$ cat config.mk
export PLATFORM = sky130hd
export DESIGN_NAME = init_ram
export DESIGN_NICKNAME = d
export VERILOG_FILES = /design/src/rtl/init_ram_pkg.sv /design/src/rtl/ram_core.sv /design/src/rtl/init_ram.sv
export SDC_FILE = /design/constraint.sdc
export NUM_CORES = 1
export LEC_CHECK = 0
export ABC_AREA = 1
export CAP_MARGIN = 20
export CORE_MARGIN = 5
export CORE_UTILIZATION = 40
export DETAILED_ROUTE_END_ITERATION = 8
export DONT_BUFFER_PORTS = 1
export PLACE_DENSITY = 0.65
export SYNTH_ARGS = -nofsm -noshare
export SYNTH_HDL_FRONTEND = slang
export SYNTH_HIERARCHICAL = 1
export SYNTH_SLANG_ARGS = --single-unit
export TNS_END_PERCENT = 5
$ cat constraint.sdc
create_clock -name clk -period 2.29 [get_ports clk]
set_input_delay 0.3435 -clock clk [delete_from_list [all_inputs] [get_ports clk]]
set_output_delay 0.3435 -clock clk [all_outputs]
set_load 0.02 [all_outputs]
$ cat src/rtl/init_ram_pkg.sv
// Shared definitions for the self-initialising lookup table: controller states
// and the fill-pattern arithmetic used by the loader.
package init_ram_pkg;

  typedef enum logic [0:0] {
    ST_INIT  = 1'b0,
    ST_READY = 1'b1
  } state_e;

  // Wide enough for ADDR_W+32 bit products with any address width the table can use.
  localparam int unsigned CALC_W = 64;

  function automatic logic [CALC_W-1:0] init_value(
    input logic [CALC_W-1:0] idx,
    input logic [CALC_W-1:0] step,
    input int unsigned       width
  );
    logic [CALC_W-1:0] prod;
    logic [CALC_W-1:0] mask;
    prod = idx * step;
    if (width >= CALC_W) begin
      mask = '1;
    end else begin
      mask = (CALC_W'(1) << width) - CALC_W'(1);
    end
    return prod & mask;
  endfunction

endpackage

$ cat src/rtl/ram_core.sv
// Plain 1R1W storage array: read-first, registered read port, contents never reset.
// clr zeroes only the read register (reset or an out-of-range read).
module ram_core
  import init_ram_pkg::*;
#(
  parameter int DATA_W = 4,
  parameter int DEPTH  = 8,
  parameter int IDX_W  = 3
) (
  input  logic              clk,
  input  logic              clr,
  input  logic              we,
  input  logic [IDX_W-1:0]  waddr,
  input  logic [DATA_W-1:0] wdata,
  input  logic              re,
  input  logic [IDX_W-1:0]  raddr,
  output logic [DATA_W-1:0] rdata
);

  logic [DATA_W-1:0] mem [DEPTH];

  always_ff @(posedge clk) begin
    if (we) begin
      mem[waddr] <= wdata;
    end
  end

  // Non-blocking read of mem returns the pre-write value on an address collision.
  always_ff @(posedge clk) begin
    if (clr) begin
      rdata <= '0;
    end else if (re) begin
      rdata <= mem[raddr];
    end
  end

endmodule

$ cat src/rtl/init_ram.sv
// Self-loading lookup table: fills entry i with i*STEP after reset or reinit,
// then serves registered reads and run-time writes with range checking.
//
//   state    | meaning
//   ---------+---------------------------------------------------------------
//   INIT     | loader writes one entry per cycle, user ports ignored, busy=1
//   READY    | user reads/writes served, reinit restarts the fill from 0
module init_ram
  import init_ram_pkg::*;
#(
  parameter int DATA_W = 4,
  parameter int DEPTH  = 8,
  parameter int ADDR_W = 8,
  parameter int STEP   = 2
) (
  input  logic              clk,
  input  logic              rst,
  input  logic              reinit,
  output logic              init_busy,
  input  logic              rd_en,
  input  logic [ADDR_W-1:0] rd_addr,
  output logic              rd_valid,
  output logic [DATA_W-1:0] rd_data,
  output logic              rd_err,
  input  logic              wr_en,
  input  logic [ADDR_W-1:0] wr_addr,
  input  logic [DATA_W-1:0] wr_data
);

  localparam int IDX_W = $clog2(DEPTH);
  localparam logic [IDX_W-1:0]  LAST_IDX  = IDX_W'(DEPTH - 1);
  localparam logic [ADDR_W:0]   DEPTH_EXT = (ADDR_W + 1)'(DEPTH);
  localparam logic [0:0]        S_INIT    = ST_INIT;
  localparam logic [0:0]        S_READY   = ST_READY;

  logic [0:0]        state_q;
  logic [IDX_W-1:0]  fill_ptr_q;
  logic              rd_valid_q;
  logic              rd_err_q;

  logic              ready;
  logic              rd_in_range;
  logic              wr_in_range;
  logic              rd_accept;
  logic              wr_accept;
  logic [DATA_W-1:0] fill_value;

  logic              core_we;
  logic [IDX_W-1:0]  core_waddr;
  logic [DATA_W-1:0] core_wdata;
  logic              core_re;
  logic              core_clr;

  assign ready       = (state_q == S_READY);
  assign rd_in_range = ({1'b0, rd_addr} < DEPTH_EXT);
  assign wr_in_range = ({1'b0, wr_addr} < DEPTH_EXT);

  // reinit wins over user traffic in the cycle it is accepted.
  assign rd_accept = ready && rd_en && !reinit;
  assign wr_accept = ready && wr_en && !reinit && wr_in_range;

  assign fill_value = DATA_W'(init_value(CALC_W'(fill_ptr_q), CALC_W'(STEP), DATA_W));

  always_ff @(posedge clk) begin
    if (rst) begin
      state_q    <= S_INIT;
      fill_ptr_q <= '0;
    end else if (state_q == S_INIT) begin
      if (fill_ptr_q == LAST_IDX) begin
        state_q    <= S_READY;
        fill_ptr_q <= '0;
      end else begin
        fill_ptr_q <= fill_ptr_q + IDX_W'(1);
      end
    end else begin
      if (reinit) begin
        state_q <= S_INIT;
      end
      fill_ptr_q <= '0;
    end
  end

  always_comb begin
    core_we    = 1'b0;
    core_waddr = fill_ptr_q;
    core_wdata = fill_value;
    if (!rst) begin
      if (state_q == S_INIT) begin
        core_we = 1'b1;
      end else if (wr_accept) begin
        core_we    = 1'b1;
        core_waddr = wr_addr[IDX_W-1:0];
        core_wdata = wr_data;
      end
    end
  end

  // Out-of-range reads return zero, so they clear the read register instead of loading it.
  assign core_re  = rd_accept && rd_in_range;
  assign core_clr = rst || (rd_accept && !rd_in_range);

  always_ff @(posedge clk) begin
    if (rst) begin
      rd_valid_q <= 1'b0;
      rd_err_q   <= 1'b0;
    end else begin
      rd_valid_q <= rd_accept;
      rd_err_q   <= rd_accept && !rd_in_range;
    end
  end

  ram_core #(
    .DATA_W (DATA_W),
    .DEPTH  (DEPTH),
    .IDX_W  (IDX_W)
  ) u_ram_core (
    .clk   (clk),
    .clr   (core_clr),
    .we    (core_we),
    .waddr (core_waddr),
    .wdata (core_wdata),
    .re    (core_re),
    .raddr (rd_addr[IDX_W-1:0]),
    .rdata (rd_data)
  );

  assign init_busy = (state_q == S_INIT);
  assign rd_valid  = rd_valid_q;
  assign rd_err    = rd_err_q;

endmodule

==> datasheet_impl.txt <==
Summary of implementation characteristics

Parameter                              Value

Critical path
  FF-to-FF setup slack    0.52 ns
  R2R depth    8
  CP Data Required Time    2.24 ns

Die
  Area of the core region    4750 sq um
  Die width    80.3 microns

Place
  Number of input and output port buffers inserted    0
  Detailed-placement wirelength estimate    2770 microns

Layout
  Area used by multi-input combinational logic    ~580 sq um
  Clock network area share    5.09%
  Biggest cell category by area in the final layout    sequential cells
  Nonclk inv count    52

Clock tree
  CTS Hold Buffers Added    0
  Clk_lat worst skew    0.29 ns
  Setup Fix Bufs, Post-CTS    0

STA
  Final critical path time including I/O delays and setup    1.77 ns

Yosys
  Share of the synthesized area in the top cell type    48.7%
  Number of synthesized flops with an enable pin    32

Detailed routing
  Overall via count from detail_route    about 1.3k
  DRC marker count from the first detailed-route iteration    61
  Remaining DRCs    0
  Top layer in use    met4

Status
  Result of the run    finished, final reports clean
how the worst max path moves through the flow:
stage,to,cells after the start
5_1_grt,u_ram_core/mem[0][0],8
6_report,u_ram_core/mem[0][2],8
3_5_place_dp,u_ram_core/mem[0][3],9
4_1_cts,u_ram_core/mem[0][1],8
2_1_floorplan,u_ram_core/mem[2][0],9
3_3_place_gp,u_ram_core/mem[5][2],9
report_power, final:
part,leakage (nW),total (mW),internal (mW),switching [mW]
combinational,0.503,0.102,0.0307,0.0713
clock,0.0579,0.558,0.320,0.238
sequential,0.398,0.847,0.841,0.00590
cells in the final DEF (no fill, tap or decap):
| master | count |
|---|---|
| sky130_fd_sc_hd__a21oi_1 | 3 |
| sky130_fd_sc_hd__a21oi_2 | 1 |
| sky130_fd_sc_hd__buf_4 | 1 |
| sky130_fd_sc_hd__bufinv_16 | 1 |
| sky130_fd_sc_hd__clkbuf_8 | 5 |
| sky130_fd_sc_hd__clkinv_2 | 2 |
| sky130_fd_sc_hd__dfxtp_1 | 10 |
| sky130_fd_sc_hd__edfxtp_1 | 32 |
| sky130_fd_sc_hd__ha_1 | 2 |
| sky130_fd_sc_hd__inv_1 | 51 |
| sky130_fd_sc_hd__inv_4 | 1 |
| sky130_fd_sc_hd__nand2_1 | 56 |
| sky130_fd_sc_hd__nand2_2 | 3 |
| sky130_fd_sc_hd__nand3_1 | 24 |
| sky130_fd_sc_hd__nand3_4 | 1 |
| sky130_fd_sc_hd__nand4_1 | 6 |
| sky130_fd_sc_hd__nor2_1 | 17 |
| sky130_fd_sc_hd__nor2_2 | 1 |
| sky130_fd_sc_hd__nor2_4 | 2 |
| sky130_fd_sc_hd__nor3_1 | 2 |
| sky130_fd_sc_hd__o21ai_0 | 5 |
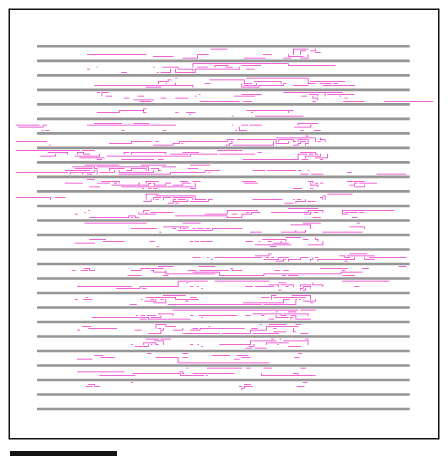
(metal 1)
Bar = 20 microns. Supply wires on this layer in gray.
The layer holds 44% of the routed length. 236 nets have wire on it.

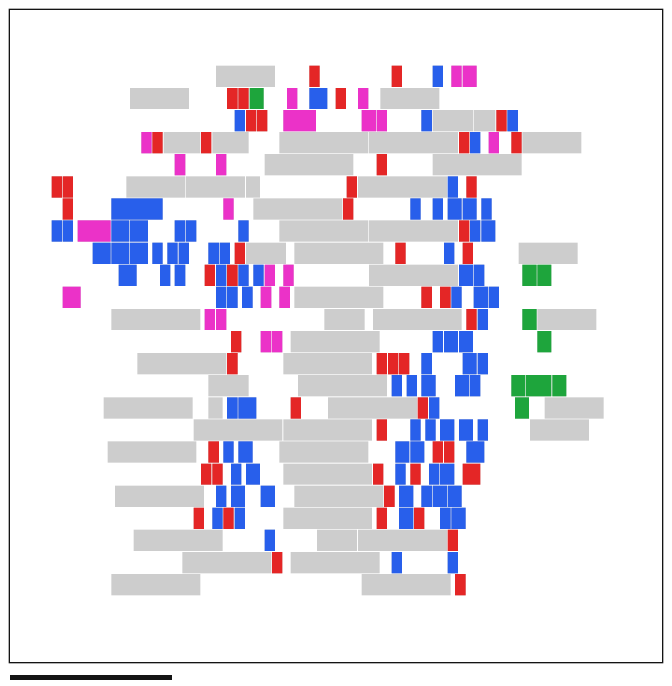
(logic cells by family)
Bar = 20 microns.
Key: green = inverting AOI/OAI gates [cells 9, most used o21ai_0, where east]; red = inverters [cells 52, most used inv_1]; blue = NAND gates [cells 90, most used nand2_1]; magenta = NOR gates [cells 22, most used nor2_1]

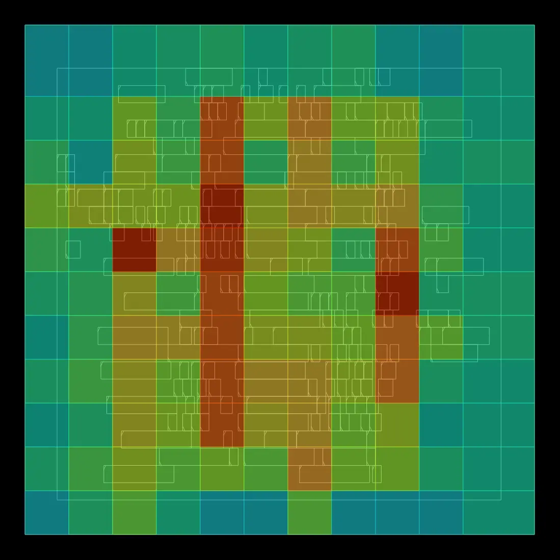
(routing congestion map)
GR Layer Usage met1: 15.4%
met2 Usage GRT: 18.6%
Global Route met3 Usage: 5.27%
total track usage: 12.8%

Power figures rest on the tool's default switching activity, not on a simulated workload.
